<file path="src/rtl/uart_rx_core.sv">
// -----------------------------------------------------------------------------
// uart_rx_core
// Parametrised UART receiver. The asynchronous rx line goes through a two-flop
// synchroniser. A falling edge starts a frame, and the start bit is confirmed at
// mid-bit. Data bits are then sampled LSB first at bit centres, followed by the
// optional parity bit and STOP_BITS stop bits. A good word is offered on a
// valid/ready interface. A good word that arrives while the previous one is
// still pending is dropped, and an overrun pulse is raised.
//
// Optional feature: define UART_RX_PARITY_EN to add a parity bit after the data.
// The expected parity bit is ^data ^ parity_odd. Without the macro there is no
// parity bit, parity_odd is ignored and parity_err stays 0.
//
// Parameters
//   DATA_BITS   data bits per frame (5..9)
//   OVERSAMPLE  baud_tick pulses per bit period (even, 8..32)
//   STOP_BITS   stop bits checked (1 or 2)
// Ports
//   clk, areset_n   clock, asynchronous active-low reset
//   sync_clr        synchronous clear, same effect as reset
//   rx_en           start enable, looked at only while idle
//   baud_tick       1-cycle strobe at OVERSAMPLE x baud
//   rx              raw serial input, idle high
//   parity_odd      1 = odd parity, 0 = even
//   m_data/m_valid  received word and its valid flag; m_ready accepts it
//   busy            frame in progress
//   frame_err       1-cycle pulse: a stop bit was sampled low
//   parity_err      1-cycle pulse: parity mismatch
//   overrun         1-cycle pulse: good word dropped, previous one not taken
// -----------------------------------------------------------------------------
module uart_rx_core #(
  parameter int DATA_BITS  = 8,
  parameter int OVERSAMPLE = 16,
  parameter int STOP_BITS  = 1
) (
  input  logic                 clk,
  input  logic                 areset_n,
  input  logic                 sync_clr,
  input  logic                 rx_en,
  input  logic                 baud_tick,
  input  logic                 rx,
  input  logic                 parity_odd,
  output logic [DATA_BITS-1:0] m_data,
  output logic                 m_valid,
  input  logic                 m_ready,
  output logic                 busy,
  output logic                 frame_err,
  output logic                 parity_err,
  output logic                 overrun
);

  localparam int S_W = $clog2(OVERSAMPLE);
  localparam int N_W = $clog2(DATA_BITS);
  localparam logic [S_W-1:0] S_HALF      = S_W'(OVERSAMPLE / 2 - 1);
  localparam logic [S_W-1:0] S_LAST      = S_W'(OVERSAMPLE - 1);
  localparam logic [N_W-1:0] N_DATA_LAST = N_W'(DATA_BITS - 1);
  localparam logic [N_W-1:0] N_STOP_LAST = N_W'(STOP_BITS - 1);

  typedef enum logic [2:0] {
    IDLE,
    START,
    DATA,
`ifdef UART_RX_PARITY_EN
    PARITY,
`endif
    STOP
  } state_t;

  state_t               state, state_nxt;
  logic [S_W-1:0]       s, s_nxt;
  logic [N_W-1:0]       n, n_nxt;
  logic                 rx_meta, rx_s, rx_prev;
  logic [DATA_BITS-1:0] data_sr;
  logic                 bad;
  logic                 sample_data, sample_stop, frame_end;
  logic                 start_edge, stop_bad, par_bad, word_ok, word_load;
`ifdef UART_RX_PARITY_EN
  logic                 sample_par, par_bit;
`endif

  assign start_edge = rx_prev & ~rx_s;
  assign busy       = (state != IDLE);

  // State and counters.
  // NOTE: sequential state is written with non-blocking assignments only, so
  // every flop samples the values from before the clock edge.
  always_ff @(posedge clk or negedge areset_n) begin
    if (!areset_n) begin
      state <= IDLE;
      s     <= '0;
      n     <= '0;
    end else if (sync_clr) begin
      state <= IDLE;
      s     <= '0;
      n     <= '0;
    end else begin
      state <= state_nxt;
      s     <= s_nxt;
      n     <= n_nxt;
    end
  end

  // NOTE: every output of this block gets a default first, so no path can
  // leave a signal unassigned and infer a latch.
  always_comb begin
    state_nxt   = state;
    s_nxt       = s;
    n_nxt       = n;
    sample_data = 1'b0;
    sample_stop = 1'b0;
    frame_end   = 1'b0;
`ifdef UART_RX_PARITY_EN
    sample_par  = 1'b0;
`endif
    unique case (state)
      IDLE: begin
        s_nxt = '0;
        n_nxt = '0;
        if (start_edge && rx_en) state_nxt = START;
      end
      START: if (baud_tick) begin
        if (s == S_HALF) begin
          // A line that is high again at mid-start is a glitch: drop it silently.
          s_nxt     = '0;
          state_nxt = rx_s ? IDLE : DATA;
        end else begin
          s_nxt = s + 1'b1;
        end
      end
      DATA: if (baud_tick) begin
        if (s == S_LAST) begin
          s_nxt       = '0;
          sample_data = 1'b1;
          if (n == N_DATA_LAST) begin
            n_nxt = '0;
`ifdef UART_RX_PARITY_EN
            state_nxt = PARITY;
`else
            state_nxt = STOP;
`endif
          end else begin
            n_nxt = n + 1'b1;
          end
        end else begin
          s_nxt = s + 1'b1;
        end
      end
`ifdef UART_RX_PARITY_EN
      PARITY: if (baud_tick) begin
        if (s == S_LAST) begin
          s_nxt      = '0;
          sample_par = 1'b1;
          state_nxt  = STOP;
        end else begin
          s_nxt = s + 1'b1;
        end
      end
`endif
      STOP: if (baud_tick) begin
        if (s == S_LAST) begin
          s_nxt       = '0;
          sample_stop = 1'b1;
          if (n == N_STOP_LAST) begin
            n_nxt     = '0;
            frame_end = 1'b1;
            state_nxt = IDLE;
          end else begin
            n_nxt = n + 1'b1;
          end
        end else begin
          s_nxt = s + 1'b1;
        end
      end
      default: state_nxt = IDLE;
    endcase
  end

`ifdef UART_RX_PARITY_EN
  always_ff @(posedge clk or negedge areset_n) begin
    if (!areset_n)       par_bit <= 1'b0;
    else if (sync_clr)   par_bit <= 1'b0;
    else if (sample_par) par_bit <= rx_s;
  end
  assign par_bad = par_bit ^ (^data_sr) ^ parity_odd;
`else
  logic unused_parity_odd;
  assign unused_parity_odd = parity_odd;
  assign par_bad           = 1'b0;
`endif

  // The last stop sample is folded in directly, because it lands in the same
  // cycle as frame_end.
  assign stop_bad  = bad | ~rx_s;
  assign word_ok   = frame_end & ~stop_bad & ~par_bad;
  assign word_load = word_ok & (~m_valid | m_ready);

  always_ff @(posedge clk or negedge areset_n) begin
    if (!areset_n) begin
      rx_meta    <= 1'b1;
      rx_s       <= 1'b1;
      rx_prev    <= 1'b1;
      data_sr    <= '0;
      bad        <= 1'b0;
      m_data     <= '0;
      m_valid    <= 1'b0;
      frame_err  <= 1'b0;
      parity_err <= 1'b0;
      overrun    <= 1'b0;
    end else if (sync_clr) begin
      rx_meta    <= 1'b1;
      rx_s       <= 1'b1;
      rx_prev    <= 1'b1;
      data_sr    <= '0;
      bad        <= 1'b0;
      m_data     <= '0;
      m_valid    <= 1'b0;
      frame_err  <= 1'b0;
      parity_err <= 1'b0;
      overrun    <= 1'b0;
    end else begin
      rx_meta    <= rx;
      rx_s       <= rx_meta;
      rx_prev    <= rx_s;
      frame_err  <= frame_end & stop_bad;
      parity_err <= frame_end & ~stop_bad & par_bad;
      overrun    <= word_ok & m_valid & ~m_ready;
      if (sample_data) data_sr[n] <= rx_s;
      if (state == IDLE)                 bad <= 1'b0;
      else if (sample_stop && !rx_s)     bad <= 1'b1;
      if (word_load) begin
        m_data  <= data_sr;
        m_valid <= 1'b1;
      end else if (m_ready) begin
        m_valid <= 1'b0;
      end
    end
  end

endmodule

</file>
<file path="config.mk">
export PLATFORM = sky130hd
export DESIGN_NAME = uart_rx_core
export DESIGN_NICKNAME = d
export VERILOG_FILES = /design/src/rtl/uart_rx_core.sv
export SDC_FILE = /design/constraint.sdc
export NUM_CORES = 1
export LEC_CHECK = 0
export CAP_MARGIN = 25
export CORE_MARGIN = 2
export CORE_UTILIZATION = 45
export DETAILED_ROUTE_END_ITERATION = 16
export DONT_BUFFER_PORTS = 1
export PLACE_DENSITY_LB_ADDON = 0.25
export SYNTH_ARGS = -nofsm -noshare
export SYNTH_HDL_FRONTEND = slang
export SYNTH_SLANG_ARGS = --single-unit
</file>
<file path="constraint.sdc">
create_clock -name clk -period 2.4 [get_ports clk]
set_clock_uncertainty 0.1 [all_clocks]
set_input_delay 0.72 -clock clk [delete_from_list [all_inputs] [get_ports clk]]
set_output_delay 0.72 -clock clk [all_outputs]
set_load 0.02 [all_outputs]
</file>
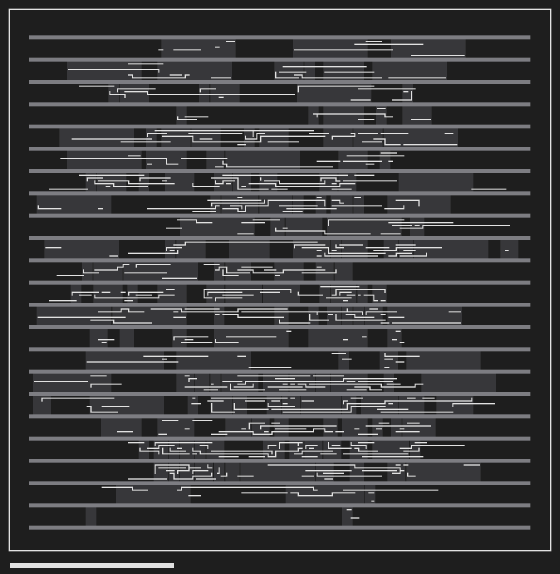
(run_1/met1.png)
Scale bar: 20 um. Supply wires on this layer in grey.
main direction: horizontal
longest straight run: 19.3 um
wire length on this layer: 1470 um
share of all routed wire: 48%
nets with wire on the layer: 164
met1 track utilization from global routing: 22.14%
total detailed-routing wirelength: 3.047 mm
via count: 1210

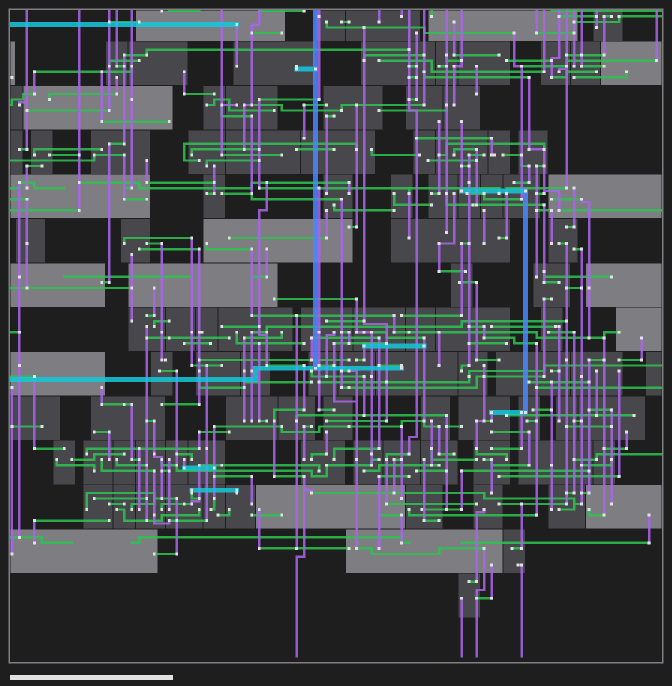
(run_1/zoom.png)
Scale bar: 10 um. Window x 13 to 53, y 0 to 40 um. Cells in grey, sequential cells in the stronger grey; small squares are vias.
| layer | colour |
|---|---|
| met2 | purple |
| met4 | blue |
| met3 | cyan |
| met1 | green |
cells with their middle in the window: 104
most frequent: dfrtp_1 (12), inv_1 (10), nor2_1 (9)
netlist names of flops here include: `s` (4), `n` (3), `data_sr` (2)
sequential cells in the window: 14

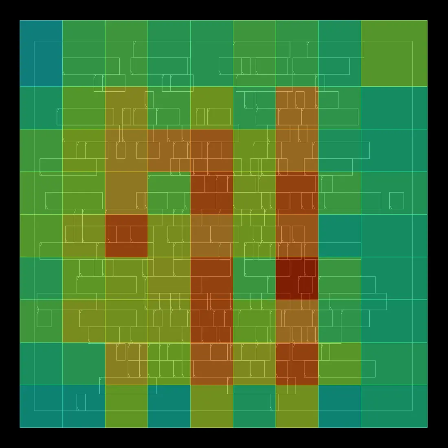
(run_1/final_congestion.png)
met2 track utilization from global routing: 22.85%
met3 GRT Util: 5.792%

==> reports/summary.rpt, run 1 <==
=================================================================================
Registers, synthesis ...............................................           32
Cts bufs inserted ..................................................            5
Synthesized instance count .........................................          172
Flip-flops with a built-in enable ..................................            0
Place WS ...........................................................     317.4 ps
Number of synthesis warnings .......................................            0
Final HPWL from detailed placement .................................     2.032 mm
Hold WS ............................................................     22.77 ps
Hold buffers post-CTS ..............................................            0
Worst hold-check path type ......................................... input port to asynchronous set/reset pin
Sum of met3 wire segment lengths after detailed routing ............       154 um
Share of synthesized area occupied by flip-flops and latches .......       46.66%
Pwr Density ........................................................ 655.7 nW/um^2
Switching portion of total power ...................................       28.13%
Count of input and output buffers ..................................            0
Clock Sink Count ...................................................           32
Yosys aoi share ....................................................       8.853%
Max-slew violations ................................................            0
Fraction of synthesis flops using an asynchronous set or reset pin .       100.0%
Maximum Capacitance Violations .....................................            0
Layout overhead on the synthesized area ............................       6.894%
Post-layout worst setup margin .....................................     280.2 ps
Post-Synthesis Cell Area ...........................................    1724 um^2
Ratio of routed vias to standard cells .............................        5.475
Antenna-violating nets left ........................................            0
Type of the worst setup path ....................................... flop to output port
Floorplan row count ................................................           22
Effective utilization at floorplan .................................       47.10%
Maximum resistive drop on vdd ......................................    0.4074 mV
Area share of the leading cell type in the synthesized netlist .....       42.09%
Max Buffers Root-to-Sink ...........................................            2
Initial DRC count ..................................................           41
Count of final setup violators .....................................            0
Top power group .................................................... sequential cells
F_max ..............................................................    471.7 MHz
Number of placed cells counting well taps ..........................          213
Largest registers .................................................. data_sr: 8 flops, m_data: 8 flops, s: 4 flops
Cell count in the Yosys report .....................................          172
Total tool warning count ...........................................           31
Cell Count, Final, Fillers Out .....................................          221
P_int ..............................................................     868.5 uW
Avg Inst Size Synth ................................................   10.02 um^2
Sequential power share .............................................        47.0%
Dominant comb cell ................................................. simple AND/OR/NAND/NOR gates
Worst reg2reg endpoint .............................................     state[0]
Num sequential .....................................................           32
Post-cts repair resize count .......................................            0
Met2 WL ............................................................     1.359 mm
Minimum clock period ...............................................      2120 ps
Dominant register cell ............................................. sky130_fd_sc_hd__dfrtp_1
Top cells, area .................................................... sky130_fd_sc_hd__dfrtp_1 (42%), sky130_fd_sc_hd__mux2i_1 (9.9%), sky130_fd_sc_hd__ha_1 (5.8%)
Distinct lib cells used ............................................           38
Area fraction in xor and xnor cells ................................           0%
Floorplan die height ...............................................     65.90 um
Root buffer cell ................................................... sky130_fd_sc_hd__clkbuf_8
YS chip area .......................................................    1724 um^2
Combinational fraction of design power .............................        17.7%
Multi-input gate share of the layout cell area .....................       44.81%
Total placed instance area .........................................    1750 um^2
Average wire per cell in the routed design .........................     13.79 um
Power dissipated in combinational cells ............................       214 uW
Required time at the worst-slack endpoint ..........................      1580 ps
Detailed-route wire length on metal 1 ..............................     1.468 mm
Pin count of the biggest net entering global routing ...............           34
Register area ......................................................   804.5 um^2
Clock network share of area ........................................       5.024%
Tot Pwr ............................................................     1.208 mW
Via count of the first global-routing pass .........................         1130
Clock power frac ...................................................        35.2%
Max-Slew Margin vs Limit ...........................................       59.61%
Clk power ..........................................................       426 uW
Net count entering floorplan .......................................          188
Inserted tap cell count ............................................           48
Multi-input combinational cell count ...............................          119
Core region area ...................................................    3661 um^2
Total global-route track usage .....................................       16.13%
Non-clock buffer instance count of the final layout ................            2
Count of buffers added by post-CTS timing repair for setup .........            0
RSZ-0062 raised after global routing ...............................        false
Sequential fraction of total cell area .............................       43.65%
Sequential cell power ..............................................       568 uW
Wire length of the first global-routing pass .......................     5.333 mm
Reg clk slew, reported paths .......................................        70 ps
AND/OR/NAND/NOR Cells, Area Fraction ...............................       21.84%
Post-Route Setup TNS ...............................................         0 ps
Full die area ......................................................    4343 um^2
Most utilized layer in the global route result .....................         met2
Total number of nets in the final design ...........................          188
ANT cells ..........................................................            0
Status ............................................................. finished, final reports clean
Horizontal die dimension ...........................................     65.90 um
Critical path launch point .........................................     state[0]
RD Place Congestion ................................................       0.7563
Net switching power ................................................     339.9 uW
Timing endpoint of the critical path ...............................         busy
Slew at the pin closest to its max-slew limit ......................     605.9 ps
Startpoint type of the worst setup path ............................         flop
Cell type with the largest total area after synthesis .............. sky130_fd_sc_hd__dfrtp_1
Clock buffer count .................................................            6
Logic depth of the worst register-to-register path .................            5
Reported leakage power .............................................    0.8676 nW
Final core utilization .............................................       50.34%
DRC ................................................................            0
Number of hold violations in the final report ......................            0
Post-route clock period utilization ................................       88.33%
Highest metal used .................................................         met4
First-pass iteration count of the detailed router ..................            4
Antenna violations before repair ...................................            0
Most frequently placed logic cells in the final layout ............. sky130_fd_sc_hd__dfrtp_1 (29), sky130_fd_sc_hd__nor2_1 (25), sky130_fd_sc_hd__mux2i_1 (17)
Top logic cell by instance count in the layout ..................... sky130_fd_sc_hd__dfrtp_1
Gate Area ..........................................................   825.8 um^2
Proportion of layout cells with a drive suffix above 1 .............       13.29%
Largest driver fanout on the critical path .........................            6
CTS tree ...........................................................          yes
Nonclk inv count ...................................................           12
MUX share of area ..................................................       11.18%
Worst reg-to-reg setup slack .......................................       290 ps
Number of ports placed on the die boundary .........................           21
Number of fillers in the final layout ..............................          341
Post-synthesis adder-cell area fraction ............................       5.806%
Type of destination of the critical path ...........................  output port
Latency at later pin ...............................................       280 ps
Final Instance Area ................................................    1843 um^2
Final global-route overflow total ..................................            0
Fraction of cell area in non-clock buffers .........................      0.8147%
H-tree levels ......................................................            2
Largest cell class by area ......................................... combinational gates
Worst Path Arrival .................................................      1300 ps
Launch point of the worst reg-to-reg path ..........................     state[0]
=================================================================================
==> run 1: cells in the mapped netlist (2+ instances only) <==
library cell and number:
sky130_fd_sc_hd__nand3_1 6, sky130_fd_sc_hd__a21oi_1 3, sky130_fd_sc_hd__nand2_1 5, sky130_fd_sc_hd__nor3_1 6, sky130_fd_sc_hd__o21ai_1 2, sky130_fd_sc_hd__dfrtp_1 29, sky130_fd_sc_hd__inv_1 12, sky130_fd_sc_hd__or2_2 3
sky130_fd_sc_hd__a31oi_1 2, sky130_fd_sc_hd__nor4_1 2, sky130_fd_sc_hd__clkbuf_1 4, sky130_fd_sc_hd__nor2b_1 4, sky130_fd_sc_hd__mux2_2 2, sky130_fd_sc_hd__buf_2 3, sky130_fd_sc_hd__o21ai_0 5, sky130_fd_sc_hd__ha_1 8
sky130_fd_sc_hd__or3_1 2, sky130_fd_sc_hd__nand4_1 10, sky130_fd_sc_hd__nor2_1 25, sky130_fd_sc_hd__mux2i_1 17, sky130_fd_sc_hd__and4_1 2, sky130_fd_sc_hd__nand2b_1 2, sky130_fd_sc_hd__dfstp_2 3
==> run 1: worst min path at each step <==
stage | from | end | slack [ps] | depth (start not counted)
after floorplan | areset_n | bad | 320 | 0
after global placement | areset_n | s[0] | 330 | 0
after detailed placement | areset_n | s[0] | 330 | 0
after CTS | areset_n | m_data[6] | 10 | 0
after global routing | areset_n | m_data[6] | 5 | 0
final | areset_n | s[3] | 20 | 0
==> run 1: critical path, cell delays in order, from the launching register on <==
cell,delay (ps)
sky130_fd_sc_hd__dfrtp_1,430
sky130_fd_sc_hd__inv_1,120
sky130_fd_sc_hd__ha_1,300
sky130_fd_sc_hd__inv_1,170
==> run_1/met2.png <==
Scale bar: 20 um.
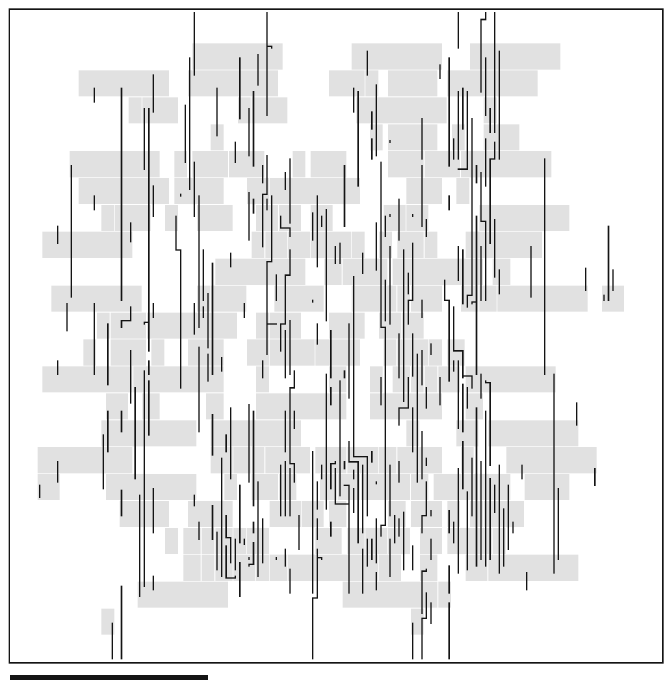

==> inputs of run 2 (changes only) <==
- clock period: 2.4 -> 2.45 ns (I/O delays scaled with it)
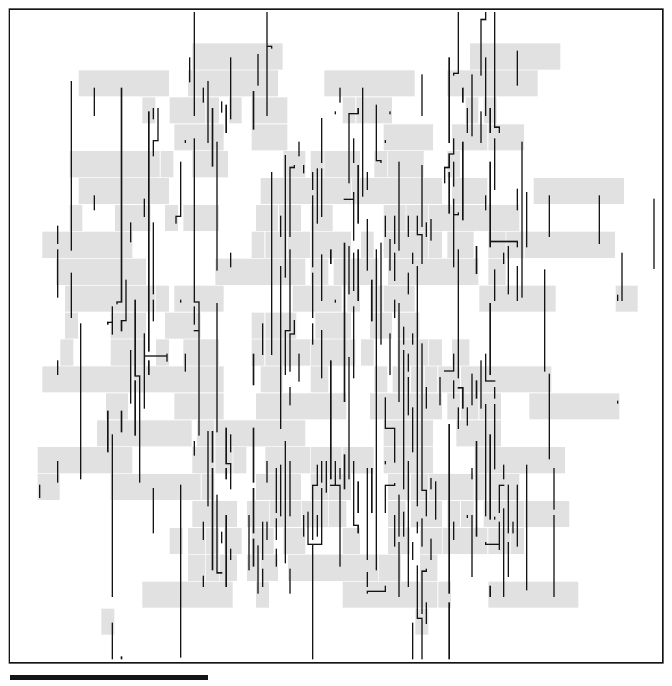
(run_2/met2.png)
Scale bar: 20 um.
share of all routed wire: 45%
nets with wire on the layer: 145
wire length on this layer: 1380 um
main direction: vertical
longest straight run: 32.3 um

==> run 2 against run 1 <==
Total power fell by 1.0%. Highest routed layer unchanged. Synthesized cell count unchanged. Critical endpoint is now s[2]. Register-to-register slack hardly changed. Via count is 0.66% higher.
==> reports/summary.rpt, run 2 <==
=================================================================================
Clock Sink Count ...................................................           32   unchanged
Count of buffers added by post-CTS timing repair for setup .........            0   unchanged
Dominant comb cell ................................................. simple AND/OR/NAND/NOR gates
Wire length of the first global-routing pass .......................     5.609 mm   +5.2%
Number of placed cells counting well taps ..........................          213   unchanged
Final global-route overflow total ..................................            0   unchanged
Register area ......................................................   804.5 um^2   unchanged
RD Place Congestion ................................................       0.7776   +2.8%
Net switching power ................................................     319.4 uW   -6.0%
Floorplan row count ................................................           22   unchanged
Critical path launch point .........................................     state[0]
Required time at the worst-slack endpoint ..........................      2550 ps   +970 ps
Highest metal used .................................................         met4
Area fraction in xor and xnor cells ................................           0%   unchanged
Area share of the leading cell type in the synthesized netlist .....       42.09%   unchanged
Met2 track utilization from global routing .........................       24.87%   +2.0 points
H-tree levels ......................................................            2   unchanged
Antenna-violating nets left ........................................            0   unchanged
Flip-flops with a built-in enable ..................................            0   unchanged
Initial DRC count ..................................................           75   +83%
Ratio of routed vias to standard cells .............................        5.536   +1.1%
Slew at the pin closest to its max-slew limit ......................     643.1 ps   +37.20 ps
Max-slew violations ................................................            0   unchanged
Avg Inst Size Synth ................................................   10.02 um^2   unchanged
Fraction of synthesis flops using an asynchronous set or reset pin .       100.0%   unchanged
Count of input and output buffers ..................................            0   unchanged
Floorplan die height ...............................................     65.90 um   unchanged
Post-cts repair resize count .......................................            0   unchanged
Post-route clock period utilization ................................       87.63%
Cell-by-cell listing of the critical path .......................... inv_1, ha_1, nor3_1, a211oi_2, a21oi_1, o22ai_1
Share of synthesized area occupied by flip-flops and latches .......       46.66%   unchanged
Number of hold violations in the final report ......................            0   unchanged
Cts bufs inserted ..................................................            5   unchanged
Largest registers .................................................. data_sr: 8 flops, m_data: 8 flops, s: 4 flops
Met1 track utilization from global routing .........................       23.56%   +1.4 points
Most utilized layer in the global route result .....................         met2
Type of the worst setup path ....................................... flop to flop
Effective utilization at floorplan .................................       47.10%   unchanged
F_max ..............................................................    465.8 MHz
AND/OR/NAND/NOR Cells, Area Fraction ...............................       21.84%   unchanged
Gate Area ..........................................................   825.8 um^2   unchanged
Minimum clock period ...............................................      2147 ps
Combinational fraction of design power .............................        17.5%   -0.2 points
Top logic cell by instance count in the layout ..................... sky130_fd_sc_hd__dfrtp_1
Via count of the first global-routing pass .........................         1177   +4.2%
Post-Synthesis Cell Area ...........................................    1724 um^2   unchanged
Switching portion of total power ...................................       26.71%   -1.4 points
Worst hold-check path type ......................................... input port to asynchronous set/reset pin
Total global-route track usage .....................................       16.97%   +0.84 points
Top cell types by occurrence after synthesis ....................... sky130_fd_sc_hd__dfrtp_1 (29), sky130_fd_sc_hd__nor2_1 (25), sky130_fd_sc_hd__mux2i_1 (17), sky130_fd_sc_hd__inv_1 (12), sky130_fd_sc_hd__nand4_1 (10)
Cell Count, Final, Fillers Out .....................................          220   -0.45%
Max-Slew Margin vs Limit ...........................................       57.13%   -2.5 points
ANT cells ..........................................................            0   unchanged
Root buffer cell ................................................... sky130_fd_sc_hd__clkbuf_8
Startpoint type of the worst setup path ............................         flop
Total number of nets in the final design ...........................          188   unchanged
Sum of met3 wire segment lengths after detailed routing ............       138 um   -10%
Crit path largest cell delay .......................................       580 ps   +150 ps
Yosys aoi share ....................................................       8.853%   unchanged
Clock power frac ...................................................        36.0%   +0.8 points
Proportion of layout cells with a drive suffix above 1 .............       12.79%   -0.50 points
Registers, synthesis ...............................................           32   unchanged
Distinct lib cells used ............................................           38   unchanged
Pwr Density ........................................................ 647.6 nW/um^2   -1.2%
Cell count in the Yosys report .....................................          172   unchanged
Antenna violations before repair ...................................            0   unchanged
Layout overhead on the synthesized area ............................       7.112%
Maximum Capacitance Violations .....................................            0   unchanged
Final HPWL from detailed placement .................................     2.054 mm   +1.1%
Type of destination of the critical path ...........................         flop
Hold WS ............................................................     42.31 ps   +19.54 ps
Largest driver fanout on the critical path .........................           17   +11
Average wire per cell in the routed design .........................     14.04 um   +1.8%
Worst Path Arrival .................................................      2240 ps   +940 ps
Number of ports placed on the die boundary .........................           21   unchanged
Top cells, area .................................................... sky130_fd_sc_hd__dfrtp_1 (42%), sky130_fd_sc_hd__mux2i_1 (9.9%), sky130_fd_sc_hd__ha_1 (5.8%)
Dominant register cell ............................................. sky130_fd_sc_hd__dfrtp_1
Number of fillers in the final layout ..............................          336   -1.5%
Launch point of the worst reg-to-reg path ..........................     state[0]
Synthesized instance count .........................................          172   unchanged
Total tool warning count ...........................................           31   unchanged
Max Buffers Root-to-Sink ...........................................            2   unchanged
Reg clk slew, reported paths .......................................        70 ps   about the same
Maximum resistive drop on vdd ......................................    0.4098 mV   +0.57%
Reported leakage power .............................................    0.8669 nW   about the same
Latency at later pin ...............................................       280 ps   about the same
DRC ................................................................            0   unchanged
Count of final setup violators .....................................            0   unchanged
Detailed-route wire length on metal 1 ..............................     1.523 mm   +3.7%
Hold buffers post-CTS ..............................................            0   unchanged
Status ............................................................. finished, final reports clean
=================================================================================
==> run 2: worst paths after layout <==
kind / to / slack (ps) / depth (start not counted)
setup / recovery: s[2] / 300 / 6
hold / removal: s[3] / 40 / 0
setup reg to reg: s[2] / 300 / 6
hold reg to reg: s[0] / 400 / 1
max in group asynchronous: rx_s / 2030 / 0
min in group clk: s[0] / 400 / 1
==> run 2: kinds of logic (layout without fill, tap and decap cells) <==
family | Yosys count | count (layout)
buf+inv | 21 | 21
flops | 32 | 32
other cells | 1 | 1
mux | 19 | 19
fa+ha+maj | 8 | 8
simple gates | 70 | 70
compound gates | 21 | 21
==> run 2: layout make-up <==
type,count,area share [%]
Sequential cell,32,43.56
Timing Repair Buffer,2,0.8130
Clock buffer,7,5.217
Tap cell,48,3.252
Multi-Input combinational cell,119,44.72
Inverter,12,2.439
==> run 2: critical path: cells and delay by family, from the launching register on <==
kind	cells	cell delay [ps]
AOI/OAI and AO/OA	3	620
adders and majority gates	1	580
buffers and inverters	1	120
DFF	1	420
and+or+nand+nor	1	210
==> run 2: power by group through the flow <==
stage          clock network [mW]  logic [mW]  registers [mW]
2_1_floorplan                   0       0.186           0.561
3_3_place_gp                    0       0.203           0.565
3_5_place_dp                    0       0.208           0.566
4_1_cts                     0.448       0.208           0.556
5_1_grt                     0.472       0.236           0.561
6_report                    0.431       0.209           0.556
==> run 2: metrics by stage <==
| stage | instance area, um^2 | util (%) | worst slack, ps |
|---|---|---|---|
| final | 1847 | 50.44 | 303.1 |
| after detailed placement | 1750 | 47.81 | 361.1 |
| after CTS | 1847 | 50.44 | 321.5 |
| after floorplan | 1724 | - | 597.4 |
| after global routing | 1847 | 50.44 | 95.24 |
| after global placement | 1750 | 47.81 | 400.1 |
No activity file was given, so power comes from the tool's default toggle rates.
